### src/rtl/ocp_arb2_pkg.sv
`default_nettype none
// ============================================================================
// Module      : ocp_arb2_pkg
// Description : Shared bus widths, OCP command/response codes, arbiter state
//               encoding and the two-way round-robin pick function used by
//               ocp_arb2.
// Revision    : 1.0 - initial release
// ============================================================================
package ocp_arb2_pkg;

  // Bus widths
  localparam int ADDR_WIDTH = 32;
  localparam int DATA_WIDTH = 32;
  localparam int BEN_WIDTH  = 4;

  // OCP command codes
  localparam logic [2:0] OCP_CMD_IDLE = 3'b000;
  localparam logic [2:0] OCP_CMD_WR   = 3'b001;
  localparam logic [2:0] OCP_CMD_RD   = 3'b010;

  // OCP response codes
  localparam logic [1:0] OCP_RESP_NULL = 2'b00;
  localparam logic [1:0] OCP_RESP_DVA  = 2'b01;
  localparam logic [1:0] OCP_RESP_FAIL = 2'b10;
  localparam logic [1:0] OCP_RESP_ERR  = 2'b11;

  // Arbiter state encoding
  typedef enum logic [1:0] {
    ARB_IDLE = 2'd0,
    ARB_CMD  = 2'd1,
    ARB_RESP = 2'd2
  } arb_state_e;

  // Round-robin pick between two requesters. Returns the index of the
  // winner (0 or 1); when both request, the one that did not win last time
  // is chosen. With no request the result is 0 and must be qualified by the
  // caller.
  function automatic logic rr_pick(input logic req0, input logic req1,
                                   input logic last);
    return req1 && (!req0 || !last);
  endfunction

endpackage
`default_nettype wire

### src/rtl/ocp_arb2.sv
`default_nettype none
// ============================================================================
// Module      : ocp_arb2
// Description : Two-master / one-slave OCP arbiter. Round-robin grant in
//               IDLE, grant held until the transaction completes, response
//               routed to the granted master only, read response timeout.
// Ports       : clk, nrst                    - clock, async active-low reset
//               i_m{0,1}_MAddr/MCmd/MData/MByteEn - master commands
//               o_m{0,1}_SCmdAccept/SData/SResp    - per-master responses
//               o_MAddr/MCmd/MData/MByteEn - command to the slave
//               i_SCmdAccept/SData/SResp   - slave accept and response
// Revision    : 1.0 - initial release
// ============================================================================
module ocp_arb2
  import ocp_arb2_pkg::*;
#(
  parameter int TIMEOUT = 16
) (
  input  logic                  clk,
  input  logic                  nrst,
  // master 0
  input  logic [ADDR_WIDTH-1:0] i_m0_MAddr,
  input  logic [2:0]            i_m0_MCmd,
  input  logic [DATA_WIDTH-1:0] i_m0_MData,
  input  logic [BEN_WIDTH-1:0]  i_m0_MByteEn,
  output logic                  o_m0_SCmdAccept,
  output logic [DATA_WIDTH-1:0] o_m0_SData,
  output logic [1:0]            o_m0_SResp,
  // master 1
  input  logic [ADDR_WIDTH-1:0] i_m1_MAddr,
  input  logic [2:0]            i_m1_MCmd,
  input  logic [DATA_WIDTH-1:0] i_m1_MData,
  input  logic [BEN_WIDTH-1:0]  i_m1_MByteEn,
  output logic                  o_m1_SCmdAccept,
  output logic [DATA_WIDTH-1:0] o_m1_SData,
  output logic [1:0]            o_m1_SResp,
  // slave
  output logic [ADDR_WIDTH-1:0] o_MAddr,
  output logic [2:0]            o_MCmd,
  output logic [DATA_WIDTH-1:0] o_MData,
  output logic [BEN_WIDTH-1:0]  o_MByteEn,
  input  logic                  i_SCmdAccept,
  input  logic [DATA_WIDTH-1:0] i_SData,
  input  logic [1:0]            i_SResp
);

  localparam int CNT_W = (TIMEOUT > 0) ? $clog2(TIMEOUT + 1) : 1;
  localparam logic [CNT_W-1:0] c_cnt_max  = CNT_W'(TIMEOUT);
  // The error is returned in the cycle where this is the count of RESP
  // cycles already elapsed, so it lands TIMEOUT cycles after the accept.
  localparam logic [CNT_W-1:0] c_tmo_last = CNT_W'((TIMEOUT > 0) ? TIMEOUT - 1 : 0);

  arb_state_e       r_state, w_state_nxt;
  logic             r_last;   // master that won the last accepted command
  logic             r_gnt;    // locked grant for CMD/RESP
  logic [CNT_W-1:0] r_cnt;

  logic w_req0, w_req1, w_any;
  logic w_sel, w_fwd, w_acc, w_is_rd, w_in_resp, w_tmo, w_resp_hit;
  logic [2:0] w_sel_cmd;

  assign w_req0 = (i_m0_MCmd != OCP_CMD_IDLE);
  assign w_req1 = (i_m1_MCmd != OCP_CMD_IDLE);
  assign w_any  = w_req0 || w_req1;

  // In IDLE the grant is decided combinationally; afterwards it is locked.
  assign w_sel     = (r_state == ARB_IDLE) ? rr_pick(w_req0, w_req1, r_last) : r_gnt;
  assign w_sel_cmd = w_sel ? i_m1_MCmd : i_m0_MCmd;
  assign w_is_rd   = (w_sel_cmd == OCP_CMD_RD);

  // Outputs are qualified with nrst so they reach reset values as soon as
  // reset asserts, not only once the state register has been cleared.
  assign w_fwd      = nrst && (((r_state == ARB_IDLE) && w_any) || (r_state == ARB_CMD));
  assign w_acc      = w_fwd && i_SCmdAccept;
  assign w_in_resp  = nrst && (r_state == ARB_RESP);
  assign w_resp_hit = (i_SResp != OCP_RESP_NULL);
  assign w_tmo      = (TIMEOUT != 0) && (r_cnt == c_tmo_last);

  // Next state
  always_comb begin
    w_state_nxt = r_state;
    unique case (r_state)
      ARB_IDLE: begin
        if (w_any) begin
          if (i_SCmdAccept) w_state_nxt = w_is_rd ? ARB_RESP : ARB_IDLE;
          else              w_state_nxt = ARB_CMD;
        end
      end
      ARB_CMD: begin
        if (i_SCmdAccept) w_state_nxt = w_is_rd ? ARB_RESP : ARB_IDLE;
      end
      ARB_RESP: begin
        if (w_resp_hit || w_tmo) w_state_nxt = ARB_IDLE;
      end
      default: w_state_nxt = ARB_IDLE;
    endcase
  end

  // Slave-side command and per-master outputs
  always_comb begin
    o_MCmd          = OCP_CMD_IDLE;
    o_MAddr         = '0;
    o_MData         = '0;
    o_MByteEn       = '0;
    o_m0_SCmdAccept = 1'b0;
    o_m1_SCmdAccept = 1'b0;
    o_m0_SResp      = OCP_RESP_NULL;
    o_m1_SResp      = OCP_RESP_NULL;
    o_m0_SData      = '0;
    o_m1_SData      = '0;

    if (w_fwd) begin
      o_MCmd    = w_sel_cmd;
      o_MAddr   = w_sel ? i_m1_MAddr   : i_m0_MAddr;
      o_MData   = w_sel ? i_m1_MData   : i_m0_MData;
      o_MByteEn = w_sel ? i_m1_MByteEn : i_m0_MByteEn;
      if (w_sel) o_m1_SCmdAccept = i_SCmdAccept;
      else       o_m0_SCmdAccept = i_SCmdAccept;
    end

    // A real response wins over a timeout that falls in the same cycle.
    if (w_in_resp) begin
      if (w_resp_hit) begin
        if (r_gnt) begin o_m1_SResp = i_SResp; o_m1_SData = i_SData; end
        else       begin o_m0_SResp = i_SResp; o_m0_SData = i_SData; end
      end else if (w_tmo) begin
        if (r_gnt) o_m1_SResp = OCP_RESP_ERR;
        else       o_m0_SResp = OCP_RESP_ERR;
      end
    end
  end

  // State, grant lock, round-robin pointer and response counter
  always_ff @(posedge clk or negedge nrst) begin
    if (!nrst) begin
      r_state <= ARB_IDLE;
      r_last  <= 1'b1;
      r_gnt   <= 1'b0;
      r_cnt   <= '0;
    end else begin
      r_state <= w_state_nxt;
      if (r_state == ARB_IDLE && w_any) r_gnt <= w_sel;
      if (w_acc) r_last <= w_sel;
      if (r_state != ARB_RESP && w_state_nxt == ARB_RESP) begin
        r_cnt <= '0;
      end else if (r_state == ARB_RESP && r_cnt != c_cnt_max) begin
        r_cnt <= r_cnt + 1'b1;
      end
    end
  end

endmodule
`default_nettype wire

### config.mk
export PLATFORM = sky130hd
export DESIGN_NAME = ocp_arb2
export DESIGN_NICKNAME = d
export VERILOG_FILES = /design/src/rtl/ocp_arb2_pkg.sv /design/src/rtl/ocp_arb2.sv
export SDC_FILE = /design/constraint.sdc
export NUM_CORES = 1
export LEC_CHECK = 0
export ABC_AREA = 0
export CAP_MARGIN = 20
export CORE_AREA = 10 10 116 118
export DETAILED_ROUTE_END_ITERATION = 12
export DIE_AREA = 0 0 126 128
export PLACE_DENSITY_LB_ADDON = 0.05
export SETUP_SLACK_MARGIN = 0.02
export SYNTH_ARGS = -nofsm -noshare
export SYNTH_HDL_FRONTEND = slang
export SYNTH_SLANG_ARGS = --single-unit
### constraint.sdc
create_clock -name clk -period 2.48 [get_ports clk]
set_clock_uncertainty 0.1 [all_clocks]
set_input_delay 0.248 -clock clk [delete_from_list [all_inputs] [get_ports clk]]
set_output_delay 0.248 -clock clk [all_outputs]
set_load 0.03 [all_outputs]
Figure 1. Signal wires on met1.
Bar = 50 um.
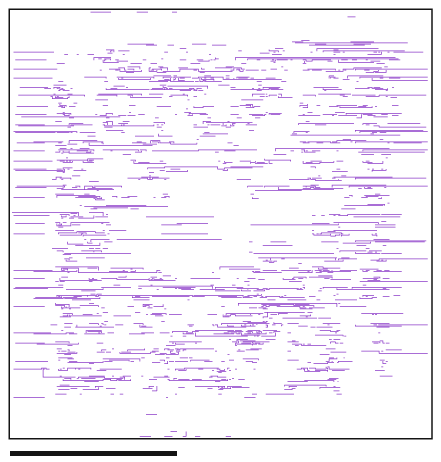
nets with wire on the layer: 781
longest straight run: 47.8 um
share of all routed wire: 33%
main direction: horizontal
wire length on this layer: 5240 um
vias: 3857
grt met1 use: 15.8%
Detailed Route WL: 16000 um

Figure 2. The metal 2 layer.
Bar = 50 um.
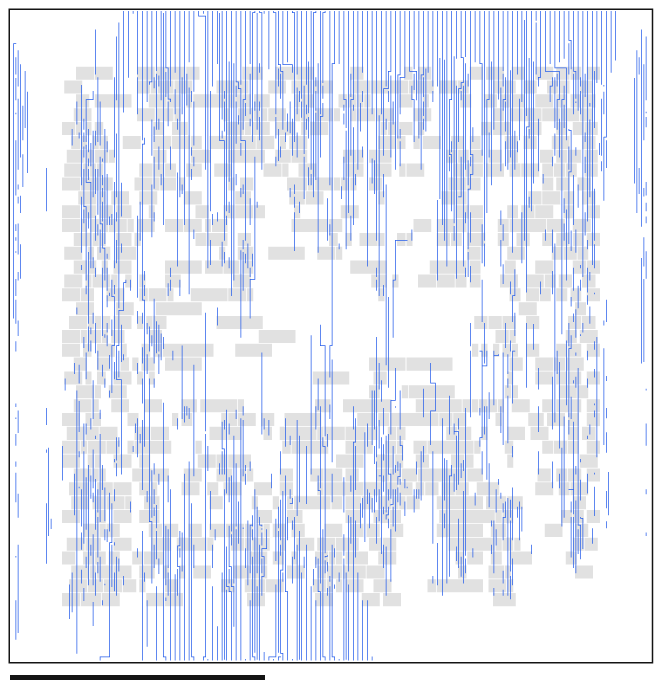
main direction: vertical
longest straight run: 55.9 um
met2 Use GR: 35.2%

Figure 3. Metal 3.
Bar = 50 um.
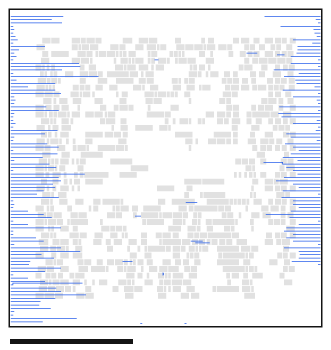
wire length on this layer: 1750 um
nets with wire on the layer: 176
main direction: horizontal
share of all routed wire: 11%
longest straight run: 35.2 um
met3 GRT Util: 7.61%

==> out/qor.txt <==
status = finished, final reports clean
crit path setup slack, layout = 0.0841 ns
Die H = 128 um
clk sink count = 9
number of enable flip-flop cells = 0
Pwr per Cell Area = 647 mW/mm2
syn_nets = 567
clk buf depth = 2
htree depth = 1
critical path depth = 8
Vias/cell = 4.46
Max Freq = 417 MHz
CTS root buf = clkbuf_16
worst-margin pin slew = 0.400 ns
Commonest Layout Cell = clkdlybuf4s50_1
fin crit period = 2.40 ns
# diodes = 0
cycle use final = 96.6%
Iter 0 DRT Violations = 185
largest net degree at the start of global routing = 40
Cell Type Count = 40
Worst Setup EP = o_MData[2]
placed cell count = 852
chip area = 0.0161 mm2
Setup crit end kind = primary output
Worst path most repeated cell = buf_12
clock slew at reported path FFs = 0.04 ns
Post-Route Setup TNS = 0 ns
Final Non-Filler Cells = 865
post-route total power = 3.89 mW
Top delay family on crit path = buffers and inverters
ANT nets after route = 0
TritonCTS buffer count = 3
gr busiest metal = met2
Port-buffer cells = 319
leak pwr = 2.77 nW
Yosys Chip Area = 0.00229 mm2
Final nets = 905
first-pass GRT wire length = 22700 um
worst min-delay path category = input port to async pin
CTS Hold Buffers Added = 0
Top cells excl fill/tap = 175 x clkdlybuf4s50_1, 143 x buf_4, 118 x nand2_1
Finished Core Util = 53.5%
Mapped Area = 0.00229 mm2
Setup-failing EPs final = 0
## area by class of cell
class	instances	area, um2	area share, %
flip-flops and latches	9	229	3.81
repair buffers	363	3570	59.4
multi-input cells	338	1920	32.0
well taps	143	179	2.98
inverters	8	30.0	0.500
clock inverters	1	5.00	0.0833
clock buffers	3	75.1	1.25
## what timing repair did
item,4_1_cts,5_1_grt
pin swaps,1,12
buffers inserted,2,3
setup endpoints to repair,15,70
resized,2,44
cloned,1,3
## where the power goes
| group | internal (mW) | switching, mW |
|---|---|---|
| registers | 0.208 | 0.0556 |
| logic | 1.56 | 1.78 |
| clock network | 0.212 | 0.0674 |
| total | 1.98 | 1.91 |
## state kept, by name, summed over array words and instances, names as in the netlist
signal	cells
r_last	1
r_cnt	5
r_gnt	1
r_state	2
## synth_stat cells (8+ instances only)
master,instances,area (um2)
a21oi_2,21,184
buf_2,12,60.1
nor2_1,13,48.8
nand2_1,121,454
nand2_2,20,125
buf_6,8,90.1
dfrtp_1,8,200
clkbuf_1,10,37.5
and2_1,65,407
a21oi_1,55,275
inv_1,8,30.0
## cell families after synthesis
group | Yosys count | share of synthesized area, %
compound gates | 92 | 25.9
xor+xnor | 3 | 1.15
fa+ha+maj | 3 | 1.64
mux | 3 | 1.42
buf+inv | 38 | 9.52
flops | 9 | 9.91
simple gates | 237 | 50.4
## routing by layer
metal  wire length (um)  vias to the layer above
li1                   -                     1926
met1               5240                     1742
met2               8950                      185
met3               1750                        4
met4                 92                        0
met5                  0                        -
No activity file was given, so power comes from the tool's default toggle rates.
